### src/rtl/rr_mux_stage.sv
// rr_mux_stage: N-input registered output multiplexer with valid/ready
// handshaking. Channel choice is either a fixed select index (mode 0) or
// round-robin arbitration (mode 1). The output is a one-deep register that
// can be drained and reloaded on the same edge, so a steady stream runs at
// one word per cycle.
module rr_mux_stage #(
    parameter int BIT_WIDTH = 32,
    parameter int NUM_IN    = 4,
    parameter int SEL_WIDTH = 2
) (
    input  logic                        clk,
    input  logic                        reset,
    input  logic                        mode,
    input  logic [SEL_WIDTH-1:0]        select,
    input  logic [NUM_IN-1:0]           in_valid,
    input  logic [NUM_IN*BIT_WIDTH-1:0] in_data,
    output logic [NUM_IN-1:0]           in_ready,
    output logic                        out_valid,
    output logic [BIT_WIDTH-1:0]        out_data,
    output logic [SEL_WIDTH-1:0]        out_sel,
    input  logic                        out_ready
);

    logic [BIT_WIDTH-1:0] ch_data [NUM_IN];

    logic                 out_valid_q, out_valid_d;
    logic [BIT_WIDTH-1:0] out_data_q,  out_data_d;
    logic [SEL_WIDTH-1:0] out_sel_q,   out_sel_d;
    logic [SEL_WIDTH-1:0] ptr_q,       ptr_d;

    logic                 grant_vld;
    logic [SEL_WIDTH-1:0] grant_idx;
    logic [SEL_WIDTH-1:0] scan_idx;
    logic                 load_en;

    // The output register can take a new word when it is empty or is
    // being consumed on this very edge.
    assign load_en = !out_valid_q || out_ready;

    generate
        for (genvar gi = 0; gi < NUM_IN; gi++) begin : g_chan
            assign ch_data[gi]  = in_data[gi*BIT_WIDTH +: BIT_WIDTH];
            // Ready only for the single granted channel, and never while in reset.
            assign in_ready[gi] = !reset && load_en && grant_vld
                                  && (grant_idx == SEL_WIDTH'(gi));
        end
    endgenerate

    // Grant selection: fixed index in mode 0, round-robin scan after ptr in mode 1.
    always_comb begin
        grant_vld = 1'b0;
        grant_idx = '0;
        scan_idx  = '0;
        if (!mode) begin
            // Indices at or above NUM_IN never match any channel, so they never grant.
            for (int i = 0; i < NUM_IN; i++) begin
                if (select == SEL_WIDTH'(i) && in_valid[i]) begin
                    grant_vld = 1'b1;
                    grant_idx = SEL_WIDTH'(i);
                end
            end
        end else begin
            // Walk the scan order backwards so the earliest candidate after
            // ptr is the last assignment and therefore wins. The wrap is
            // modulo NUM_IN, not the power of two of the index width.
            for (int k = NUM_IN; k >= 1; k--) begin
                scan_idx = SEL_WIDTH'((int'(ptr_q) + k) % NUM_IN);
                if (in_valid[scan_idx]) begin
                    grant_vld = 1'b1;
                    grant_idx = scan_idx;
                end
            end
        end
    end

    // Next-state for the output register and the round-robin pointer.
    always_comb begin
        out_valid_d = out_valid_q;
        out_data_d  = out_data_q;
        out_sel_d   = out_sel_q;
        ptr_d       = ptr_q;
        if (load_en) begin
            out_valid_d = grant_vld;
            if (grant_vld) begin
                out_data_d = ch_data[grant_idx];
                out_sel_d  = grant_idx;
                if (mode) begin
                    ptr_d = grant_idx;
                end
            end
        end
    end

    // State registers; ptr resets to the last channel so channel 0 wins first.
    always_ff @(posedge clk) begin
        if (reset) begin
            out_valid_q <= 1'b0;
            out_data_q  <= '0;
            out_sel_q   <= '0;
            ptr_q       <= SEL_WIDTH'(NUM_IN - 1);
        end else begin
            out_valid_q <= out_valid_d;
            out_data_q  <= out_data_d;
            out_sel_q   <= out_sel_d;
            ptr_q       <= ptr_d;
        end
    end

    assign out_valid = out_valid_q;
    assign out_data  = out_data_q;
    assign out_sel   = out_sel_q;

endmodule

### config.mk
export PLATFORM = sky130hd
export DESIGN_NAME = rr_mux_stage
export DESIGN_NICKNAME = d
export VERILOG_FILES = /design/src/rtl/rr_mux_stage.sv
export SDC_FILE = /design/constraint.sdc
export NUM_CORES = 1
export LEC_CHECK = 0
export ABC_AREA = 1
export CELL_PAD_IN_SITES_DETAIL_PLACEMENT = 1
export CELL_PAD_IN_SITES_GLOBAL_PLACEMENT = 2
export CORE_MARGIN = 5
export CORE_UTILIZATION = 18
export CTS_CLUSTER_DIAMETER = 120
export DETAILED_ROUTE_END_ITERATION = 12
export GPL_TIMING_DRIVEN = 0
export PLACE_DENSITY_LB_ADDON = 0.1
export SYNTH_ARGS = -nofsm -noshare
export SYNTH_HDL_FRONTEND = slang
export SYNTH_SLANG_ARGS = --single-unit
### constraint.sdc
create_clock -name clk -period 3.18 [get_ports clk]
set_input_delay 0.636 -clock clk [delete_from_list [all_inputs] [get_ports clk]]
set_output_delay 0.636 -clock clk [all_outputs]
set_load 0.01 [all_outputs]
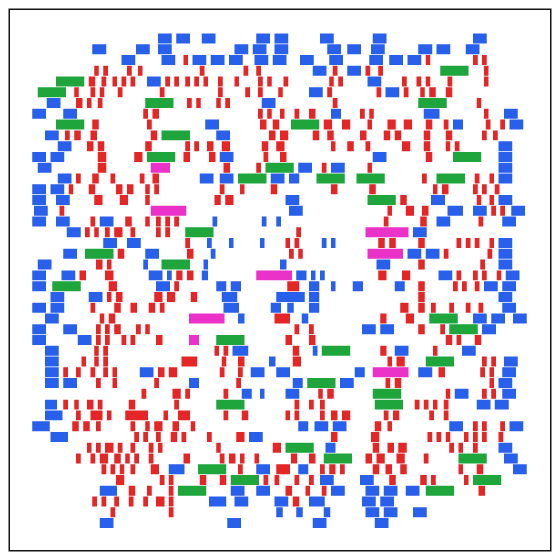
(run_1/placement_by_type.png)
Key: flops = green [cells 37]; other buffers and delay cells = blue [cells 225]; combinational and other logic = red [cells 443]; clock drivers and dummy loads = magenta [cells 8]

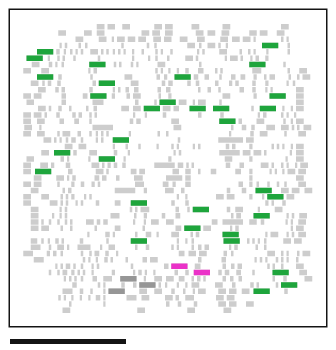
(run_1/flops_by_reg.png)
The bar under the picture is 50 um long.
Key: `out_data` = green [placed flops 32]; `out_sel` = magenta [placed flops 2]
Another 3 sequential cells are not colored.
fraction of standard cell area that is sequential: 14.2%
utilization after layout: 33.1%
Sequential Area: 741 um^2

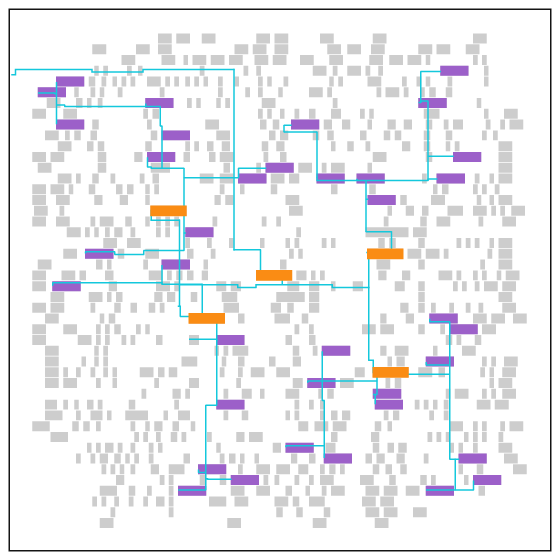
(run_1/clk_routes.png)
Key: clock drivers = orange [count 5]; flip-flops = purple [count 37]; clock wires = cyan [length 777 um]
There are 6 routed clock nets. Position of the flops: all over the die.
Latency at later pin: 0.29 ns
clock-net power: 0.612 mW

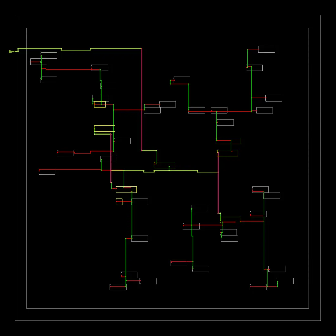
(run_1/clocks.png)
skew final: 0.00305 ns
final-layout clock buffer total: 6
total number of clock tree sinks: 37

==> summary.txt, run 1 <==
Physical implementation

The run finished with clean final reports. The share of the clock period used by the worst path is 95.2%. The largest family of logic cells by area is simple AND/OR/NAND/NOR gates. The final worst hold slack is 0.475 ns. The leading register cell type out of synthesis is sky130_fd_sc_hd__dfxtp_1. The boundary pin count is between 150 and 200.

The area growth from synthesis to final layout is 81.8%. The count of buffers added by post-CTS timing repair for setup is 2. The floorplan row count is approximately 46. The area share of the largest cell type after synthesis is roughly a quarter. The clock transition time at the flip-flop clock pins of the worst setup and hold paths is approximately 0.06 ns. The detailed router placed between 3000 and 4000 vias in this run. The arrival time of data at the critical path endpoint is approximately 2.4 ns.

The maximum vdd ir drop is between 200 and 250 uV. The effective utilization at floorplan is 18.2%. The number of distinct library cell variants in the gate-level netlist after synthesis is 21. The number of endpoints with negative hold slack in the final report is 0.

The cell count after synthesis is around 520. The overall die height is 136 um. The count of input and output buffers is 176. The routed length on met1 is approximately 6700 um. The post-synthesis share of cell area spent on and-or and or-and gates is 7.70%. The summed area of non-filler cells in the final layout is 5230 um^2. The count of warning messages emitted by the tools is 27. The first global-routing pass estimated 22200 um of wire.

The design has 37 sequential cells. After global routing, the most crowded layer is met2. The dominant cell by count in the synthesized netlist is sky130_fd_sc_hd__nor2_1. The biggest fanout along the worst timing path is 10.

The number of optimization iterations in the first detailed-route pass is 6. The flip-flop count of the largest register after layout is 32. The switching component of the power was reported as around 0.88 mW. STA classifies the critical path endpoint as an output pin. The layout cell share with drive strength beyond 1 is 9.12%. The DRC violations left is 0.

The data required time of the critical path is 2.54 ns. The number of antenna violations at the first check in global routing is 0. Sorting the Yosys area breakdown by cell type puts at the top sky130_fd_sc_hd__dfxtp_1. The inverter tally of the final layout excluding the clock network is 51.

The well-tap cell count is ~220. The level count of the clock H-tree is 2. The global routing report lists met2 layer usage as approximately a quarter. By instance count after routing, the leading logic cell types are 166 x sky130_fd_sc_hd__clkdlybuf4s50_1, 135 x sky130_fd_sc_hd__nor2_1, 98 x sky130_fd_sc_hd__nand2_1. The worst path needs between 3 and 4 ns of the cycle, external delays included. The core outline area is between 15000 and 20000 um^2.

Leaving out buffers and inverters, the combinational logic in the layout accounts for 1760 um^2. The final layout reports a setup TNS of 0 ns. The max-slew check reports its worst relative slack as 63.1%.
==> run_1/sizes.png <==
The bar under the picture is 50 um long.
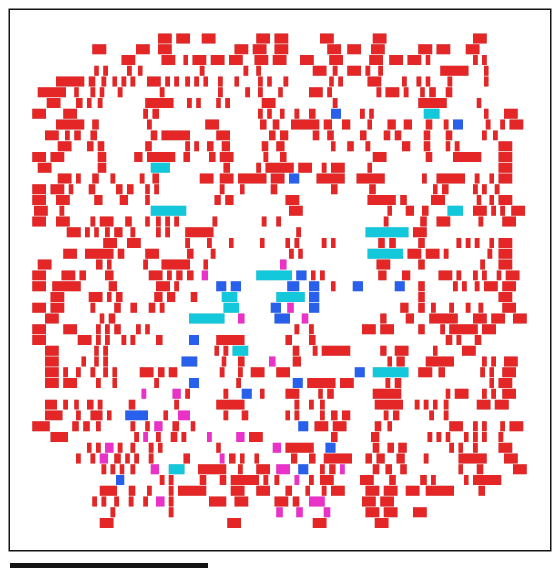

## Run 2: what changed since run 1
--- a/config.mk
+++ b/config.mk
@@ -14,6 +14,7 @@
 export DETAILED_ROUTE_END_ITERATION = 12
 export GPL_TIMING_DRIVEN = 0
 export PLACE_DENSITY_LB_ADDON = 0.1
+export REMOVE_ABC_BUFFERS = 1
 export SYNTH_ARGS = -nofsm -noshare
 export SYNTH_HDL_FRONTEND = slang
 export SYNTH_SLANG_ARGS = --single-unit
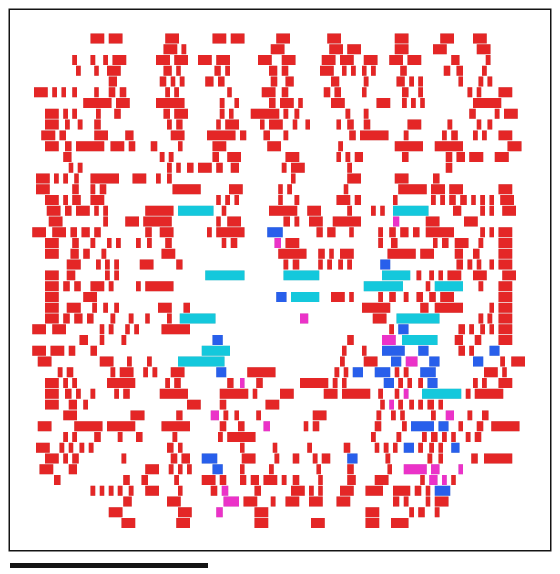
(run_2/sizes.png)
The bar under the picture is 50 um long.
Key: _2 cells = magenta [cells 19]; _6 and larger = cyan [cells 14]; _3 and _4 cells = blue [cells 25]; _0 and _1 cells = red [cells 630]
post-route standard cell area excluding fillers: 5240 um^2
worst path setup slack after routing: 0.137 ns
layout-stage area growth over the synthesis result: 82.2%

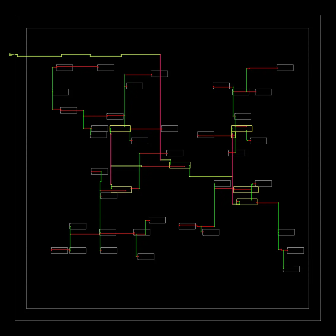
(run_2/clocks.png)
clock-net power: 0.567 mW
final-layout clock buffer total: 5
flip-flops: 37
CTS Buf Count: 5

==> summary.txt, run 2 <==
Physical implementation

Summing all multi-input logic gate instances after layout gives approximately 1800 um^2. The met2 global-route usage is approximately a quarter. The post-layout utilization of the core is approximately a third.

The post-route setup TNS is 0 ns. In the routed design, unresolved DRC markers number 0. The number of antenna violations at the first check in global routing is 0.

The largest family of logic cells by area is simple AND/OR/NAND/NOR gates. The worst clock skew is 0.00429 ns. Subtracting the final worst setup slack from the clock period gives between 3 and 4 ns.

The flip-flop count of the largest register after layout is 32. Yosys instantiated no cell more often than sky130_fd_sc_hd__nor2_1. For the worst setup path, the data required time is between 2 and 3 ns. The floorplan row count is between 40 and 50. The run finished with clean final reports. The leading register cell type out of synthesis is sky130_fd_sc_hd__dfxtp_1. The arrival time of data at the critical path endpoint is around 2.4 ns. Across the VDD grid, the largest voltage drop is about 210 uV. Looking at the post-CTS report, the setup buffer insertion count equals 10. Once the floorplan was initialized, standard cells occupied a little under a fifth of the core.

The number of endpoints with negative hold slack in the final report is 0. The clock transition time at the flip-flop clock pins of the worst setup and hold paths is about 0.060 ns. Per the detail_route report, the via count comes to about 4000. The endpoint kind of the worst setup timing path is an output pin.
==> run_2/clk_routes.png <==
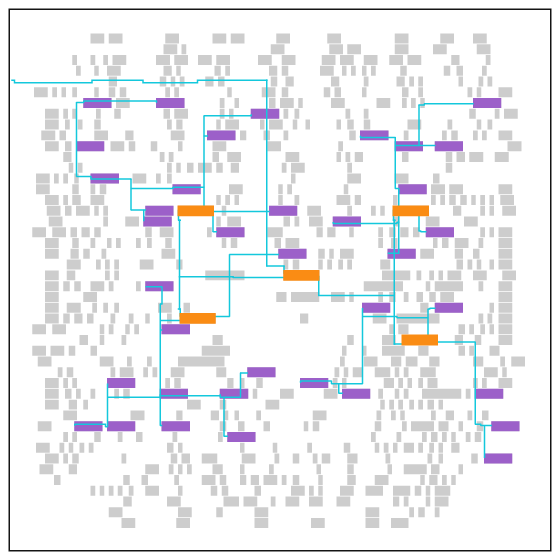

## Run 3: what changed since run 2
--- a/config.mk
+++ b/config.mk
@@ -14,6 +14,7 @@
 export DETAILED_ROUTE_END_ITERATION = 12
 export GPL_TIMING_DRIVEN = 0
 export PLACE_DENSITY_LB_ADDON = 0.1
+export RECOVER_POWER = 25
 export REMOVE_ABC_BUFFERS = 1
 export SYNTH_ARGS = -nofsm -noshare
 export SYNTH_HDL_FRONTEND = slang
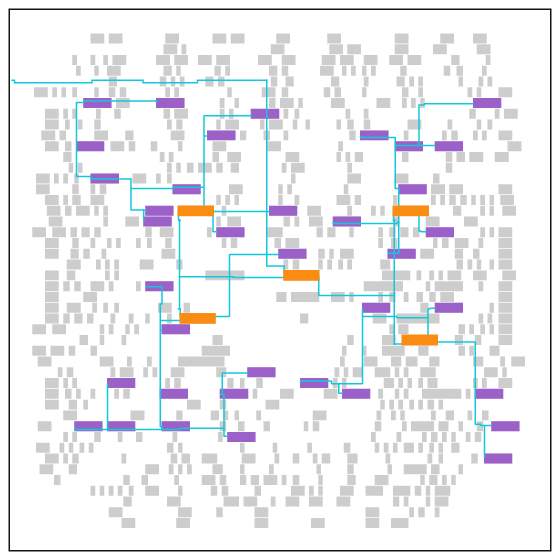
(run_3/clk_routes.png)
Key: flip-flops = purple [count 37]; clock drivers = orange [count 5]; clock wires = cyan [length 760 um]
There are 6 routed clock nets.

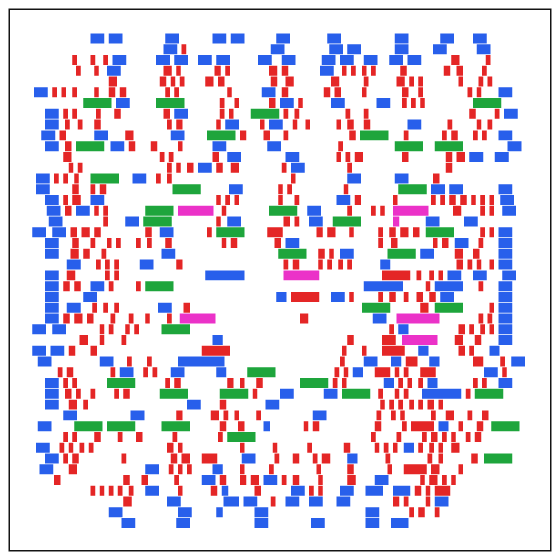
(run_3/placement_by_type.png)
Key: flops = green [cells 37]; other buffers and delay cells = blue [cells 197]; clock drivers and dummy loads = magenta [cells 7]; combinational and other logic = red [cells 447]

==> summary.txt, run 3 <==
Physical implementation

The clock transition time at the flip-flop clock pins of the worst setup and hold paths is approximately 0.06 ns. The summed area of non-filler cells in the final layout is 5240 um^2. The clock net sink count is 37. The worst path setup slack after routing is around 0.14 ns. The post-route setup TNS is 0 ns. Per the detail_route report, DRC violations left total 0. The layout has 5 clock buffers. The maximum vdd ir drop is roughly 210 uV. The effective utilization at floorplan is 18.2%. The met2 global-route usage is about 26%. The number of distinct library cell variants in the gate-level netlist after synthesis is 21. The level count of the clock H-tree is 2.

The biggest fanout along the worst timing path is 6. The share of synthesized area in the top cell type comes to 25.8%. The vias after detailed routing is between 3000 and 4000.

Measured on the finished design, the core utilization comes to around a third. Of the available clock period, the critical path in the final layout requires 95.7%. Sequential cells placed in the final layout were counted as 37. Relative to the synthesized area, the layout overhead comes to 82.2%. The arrival time of data at the critical path endpoint is 2.41 ns.

By area, the combinational part of the netlist is dominated by simple AND/OR/NAND/NOR gates. 177 I/O pins were placed. The data required time of the critical path is around 2.5 ns. The switching component of the power was reported as approximately 0.9 mW. The flip-flop count of the largest register after layout is 32. The worst clock skew is about 0.0043 ns. The number of buffers created by CTS is 5. The dominant cell by count in the synthesized netlist is sky130_fd_sc_hd__nor2_1.

The count of input and output buffers is 176. The overall die height is 136 um. The inverter tally of the final layout excluding the clock network is ~52. The area of combinational cells with multiple inputs is 1830 um^2. The count of warning messages emitted by the tools is 25.

The number of optimization iterations in the first detailed-route pass is 4. In the layout the commonest cells are 150 x sky130_fd_sc_hd__clkdlybuf4s50_1, 135 x sky130_fd_sc_hd__nor2_1, 99 x sky130_fd_sc_hd__nand2_1. The count of buffers added by post-CTS timing repair for setup is 10. The slew check shows that the tightest pin keeps a relative margin of a little under half. The floorplan row count is between 40 and 50.

The first-pass GRT wire length is approximately 22000 um. The number of antenna violations at the first check in global routing is 0. The endpoint kind of the worst setup timing path is an output pin. The number of endpoints with negative hold slack in the final report is 0. The post-synthesis share of cell area spent on and-or and or-and gates is 7.70%.

The run finished with clean final reports. The routed length on met1 is ~6600 um. The core region is 15800 um^2. The synthesis report names the predominant flop master as sky130_fd_sc_hd__dfxtp_1. The cell count after synthesis is between 500 and 600. The flip-flop and latch share of the layout cell area is approximately 14%. The well-tap cell count is 216.
Power and IR drop assume default switching activity.
